==> src/rtl/dmem_arbiter.sv <==
// rtl/dmem_arbiter.sv - shares single-port data memory between CPU MEM stage and debug loader
// Optional DMEM_ARB_RR_EN: strict round-robin instead of CPU priority with starvation override.
module dmem_arbiter #(
    parameter int MEM_LAT      = 1,
    parameter int STARVE_LIMIT = 8,
    parameter int AW           = 32
) (
    input  logic          clk,
    input  logic          rst,
    input  logic          cpu_req,
    input  logic          cpu_we,
    input  logic [AW-1:0] cpu_addr,
    input  logic [31:0]   cpu_wdata,
    input  logic [3:0]    cpu_wmask,
    output logic          cpu_gnt,
    output logic          cpu_done,
    output logic [31:0]   cpu_rdata,
    output logic          cpu_stall,
    input  logic          dbg_req,
    input  logic          dbg_we,
    input  logic [AW-1:0] dbg_addr,
    input  logic [31:0]   dbg_wdata,
    input  logic [3:0]    dbg_wmask,
    output logic          dbg_gnt,
    output logic          dbg_done,
    output logic [31:0]   dbg_rdata,
    output logic          mem_en,
    output logic          mem_we,
    output logic [AW-1:0] mem_addr,
    output logic [31:0]   mem_wdata,
    output logic [3:0]    mem_wmask,
    input  logic [31:0]   mem_rdata
);

    localparam logic [0:0] S_IDLE = 1'b0;
    localparam logic [0:0] S_BUSY = 1'b1;
    localparam logic [2:0] LAT    = 3'(MEM_LAT);

    logic [0:0] r_state;
    logic [2:0] r_cnt;
    logic       r_owner;
    logic       r_owner_we;

    logic w_done_slot;
    logic w_arb;
    logic w_pick_cpu;
    logic w_pick_dbg;

    // Grants and done are suppressed while rst is high so nothing is issued that reset would drop.
    assign w_done_slot = ~rst & (r_state == S_BUSY) & (r_cnt == LAT);
    assign w_arb       = ~rst & ((r_state == S_IDLE) | (r_cnt == LAT));

`ifdef DMEM_ARB_RR_EN
    logic r_last_dbg;

    assign w_pick_cpu = cpu_req & (~dbg_req | r_last_dbg);
    assign w_pick_dbg = dbg_req & ~w_pick_cpu;

    always_ff @(posedge clk) begin
        if (rst) begin
            r_last_dbg <= 1'b1;
        end else if (cpu_gnt) begin
            r_last_dbg <= 1'b0;
        end else if (dbg_gnt) begin
            r_last_dbg <= 1'b1;
        end
    end
`else
    localparam logic [7:0] SLIM = 8'(STARVE_LIMIT);
    logic [7:0] r_dbg_wait;

    assign w_pick_dbg = dbg_req & ((r_dbg_wait >= SLIM) | ~cpu_req);
    assign w_pick_cpu = cpu_req & ~w_pick_dbg;

    always_ff @(posedge clk) begin
        if (rst) begin
            r_dbg_wait <= 8'd0;
        end else if (dbg_req & ~dbg_gnt) begin
            r_dbg_wait <= (r_dbg_wait == 8'hFF) ? 8'hFF : r_dbg_wait + 8'd1;
        end else begin
            r_dbg_wait <= 8'd0;
        end
    end
`endif

    assign cpu_gnt = w_arb & w_pick_cpu;
    assign dbg_gnt = w_arb & w_pick_dbg;

    always_comb begin
        mem_en    = 1'b0;
        mem_we    = 1'b0;
        mem_addr  = '0;
        mem_wdata = 32'd0;
        mem_wmask = 4'd0;
        if (cpu_gnt) begin
            mem_en    = 1'b1;
            mem_we    = cpu_we;
            mem_addr  = cpu_addr;
            mem_wdata = cpu_wdata;
            mem_wmask = cpu_wmask;
        end else if (dbg_gnt) begin
            mem_en    = 1'b1;
            mem_we    = dbg_we;
            mem_addr  = dbg_addr;
            mem_wdata = dbg_wdata;
            mem_wmask = dbg_wmask;
        end
    end

    assign cpu_done  = w_done_slot & ~r_owner;
    assign dbg_done  = w_done_slot & r_owner;
    assign cpu_rdata = (cpu_done & ~r_owner_we) ? mem_rdata : 32'd0;
    assign dbg_rdata = (dbg_done & ~r_owner_we) ? mem_rdata : 32'd0;
    assign cpu_stall = cpu_req & ~cpu_done;

    always_ff @(posedge clk) begin
        if (rst) begin
            r_state    <= S_IDLE;
            r_cnt      <= 3'd0;
            r_owner    <= 1'b0;
            r_owner_we <= 1'b0;
        end else if (cpu_gnt | dbg_gnt) begin
            r_state    <= S_BUSY;
            r_cnt      <= 3'd1;
            r_owner    <= dbg_gnt;
            r_owner_we <= dbg_gnt ? dbg_we : cpu_we;
        end else if (r_state == S_BUSY) begin
            if (r_cnt == LAT) begin
                r_state <= S_IDLE;
                r_cnt   <= 3'd0;
            end else begin
                r_cnt <= r_cnt + 3'd1;
            end
        end
    end

endmodule

==> config.mk <==
export PLATFORM = sky130hd
export DESIGN_NAME = dmem_arbiter
export DESIGN_NICKNAME = d
export VERILOG_FILES = /design/src/rtl/dmem_arbiter.sv
export SDC_FILE = /design/constraint.sdc
export NUM_CORES = 1
export LEC_CHECK = 0
export CELL_PAD_IN_SITES_DETAIL_PLACEMENT = 2
export CELL_PAD_IN_SITES_GLOBAL_PLACEMENT = 2
export CORE_ASPECT_RATIO = 1.75
export CORE_MARGIN = 2
export CORE_UTILIZATION = 10
export DETAILED_ROUTE_END_ITERATION = 10
export PLACE_DENSITY = 0.82
export SYNTH_ARGS = -nofsm -noshare
export SYNTH_HDL_FRONTEND = slang
export SYNTH_SLANG_ARGS = --single-unit
==> constraint.sdc <==
create_clock -name clk -period 5.33 [get_ports clk]
set_input_delay 1.3325 -clock clk [delete_from_list [all_inputs] [get_ports clk]]
set_output_delay 1.3325 -clock clk [all_outputs]
set_load 0.01 [all_outputs]
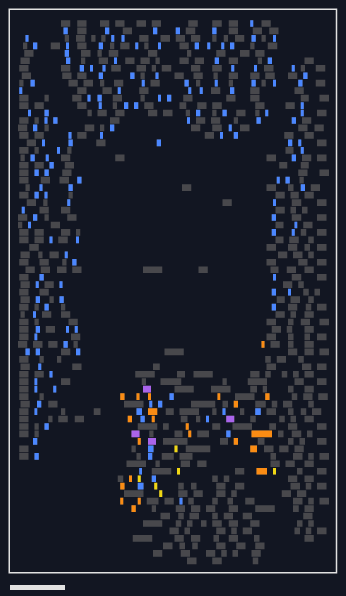
*Selected gate families*
The bar under the picture is 20 microns long.
legend:
  purple:
    family: XOR/XNOR gates
    cells: 4
    most_used: xor2_1
    where: bottom middle
  blue:
    family: NAND gates
    cells: 151
    most_used: nand3_1
    where: all over the die
  yellow:
    family: inverters
    cells: 6
    most_used: inv_1
    where: bottom middle
  orange:
    family: NOR gates
    cells: 22
    most_used: nor2_1

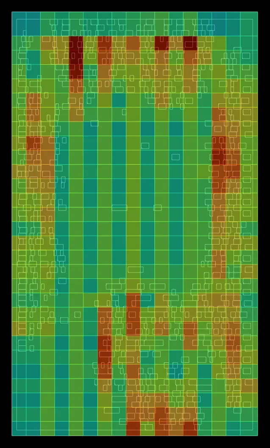
*Routing congestion map*
drt wl/cell: 16.8 microns
met2 Track Usage GR: 25.8%
met1 GRT Util: 12.7%
Total GRT Usage: 12.8%
gr busiest metal: met2

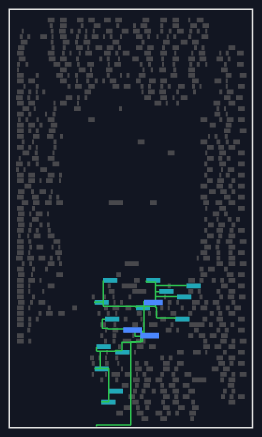
*Clock wires, drivers and flops*
legend:
  cyan:
    item: flip-flops
    count: 14
  blue:
    item: cells driving clock nets
    count: 3
  green:
    item: clock wires
    length: 300 microns
flops lie: bottom middle
routed clock nets: 4

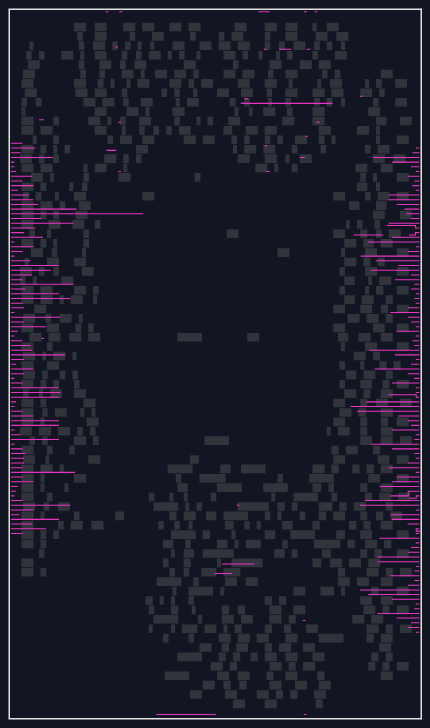
*Metal 3*
Cells faint in the background.
share of all routed wire: 7.4%
wire length on this layer: 1220 microns

==> metrics.cfg <==
[timing]
rsz0062_at_grt=false
period_used_pct=89.3
max_freq_mhz=210
finalClockSkew_ns=0.00247
drv_slew=0
finalSetupViolations=0
fin_ws_ns=0.570

[route]
drc=0
drtIter0Drc=78
vias=4068
drtAntennaViolNets=0
drt_wl_total_microns=16500

[cells_and_area]
stdcell_count=984
layout_top_cell=clkdlybuf4s50_1
drive_above_1_share_pct=5.12

[die]
top_level_ports=313
die_w_microns=119
coreArea_sq_mm=0.0227

[synthesis]
avgSynthCellArea_sq_um=5.82
fa_ha_area_share_pct=1.09
topCellsByArea=and2_1 (18%), nand3_1 (16%), a21oi_1 (15%)
syn_area_sq_mm=0.00230
synth_top_area_share_pct=17.6
synth_cell_types=34
fp_nets=572
simple_gate_share_pct=54.0

[worst_hold_path]
holdPathEnd=r_dbg_wait[0]
hold_start=r_dbg_wait[0]

[placed_design]
hpwlAfterDp_microns=13700
port_buffers=312

[grt]
grt_max_degree=71
overflow=0
grt_pass1_wl_microns=24900
antenna_found_initial=0

[setup_path]
crit_path_start=dbg_req
path_cells=clkdlybuf4s50_1 > inv_2 > a31o_2 > buf_12 > nand3_1 > a21oi_1 > clkdlybuf4s50_1
slowest_stage=clkdlybuf4s50_1
critPathArrivalTime_ns=3.43
path_class=input port to primary output
r2r_slack_ns=3.46

[clocking]
cts.htree.levels=1
cts_made_buffers=3
clockRootBuffer=clkbuf_16
post_cts_buffers=0
cts-resized-gates=0
postCtsHoldBufs=0
clkSinkCount=14

[outcome]
status=complete, no violations

[power_and_ir_drop]
p_leak_uw=0.00202

## sequential cells by signal, summed over array words and instances (netlist names)
name        cells
r_cnt           3
r_dbg_wait      8
r_owner         1
r_owner_we      1
r_state         1
## through the flow
step / utilization [%] / hold slack (ns) / power (uW)
CTS: 25.8 / 0.503 / 638
floorplan: - / 0.450 / 231
finish: 25.8 / 0.488 / 627
global placement: 25.4 / 0.473 / 466
detailed placement: 25.4 / 0.496 / 473
global route: 25.8 / 0.516 / 664
## worst max-delay path, delay by kind of cell
family	cells	cell delay [ns]
buffers and inverters	4	1.50
AND-OR/OR-AND	2	0.42
AND/OR/NAND/NOR	1	0.12
## report_power, final
part / switching, uW / internal (uW) / total (uW)
registers: 4.57 / 108 / 113
logic: 143 / 209 / 352
clock network: 48.5 / 114 / 163
## cell usage after synthesis (all sizes together)
| library cell | number |
|---|---|
| a31o | 2 |
| nand2 | 73 |
| nand3 | 74 |
| and3 | 2 |
| or4 | 1 |
| buf | 18 |
| inv | 6 |
| a21oi | 79 |
| clkbuf | 20 |
| and2 | 65 |
| nor2 | 12 |
| a21o | 2 |
| nand4 | 3 |
| nor4 | 1 |
| ha | 2 |
| or2 | 3 |
| xor2 | 3 |
| xnor2 | 1 |
| a211o | 1 |
| dfxtp | 14 |
| nor3 | 8 |
| nand2b | 1 |
| nor3b | 1 |
| or3b | 1 |
| a31oi | 2 |
| a211oi | 1 |
## cell type report
cell class	instances	share of cell area [%]
clock buffers	4	1.52
multi-input cells	338	31.3
inverters	6	0.386
well taps	300	6.43
flip-flops and latches	14	4.80
repair buffers	322	55.6
## per-layer routing
layer / share of wire, % / global-route usage (%)
met5: 0 / 0
met4: 2.9 / 3.57
met3: 7.4 / 2.87
met2: 55 / 25.8
met1: 35 / 12.7
Power figures rest on the tool's default switching activity, not on a simulated workload.
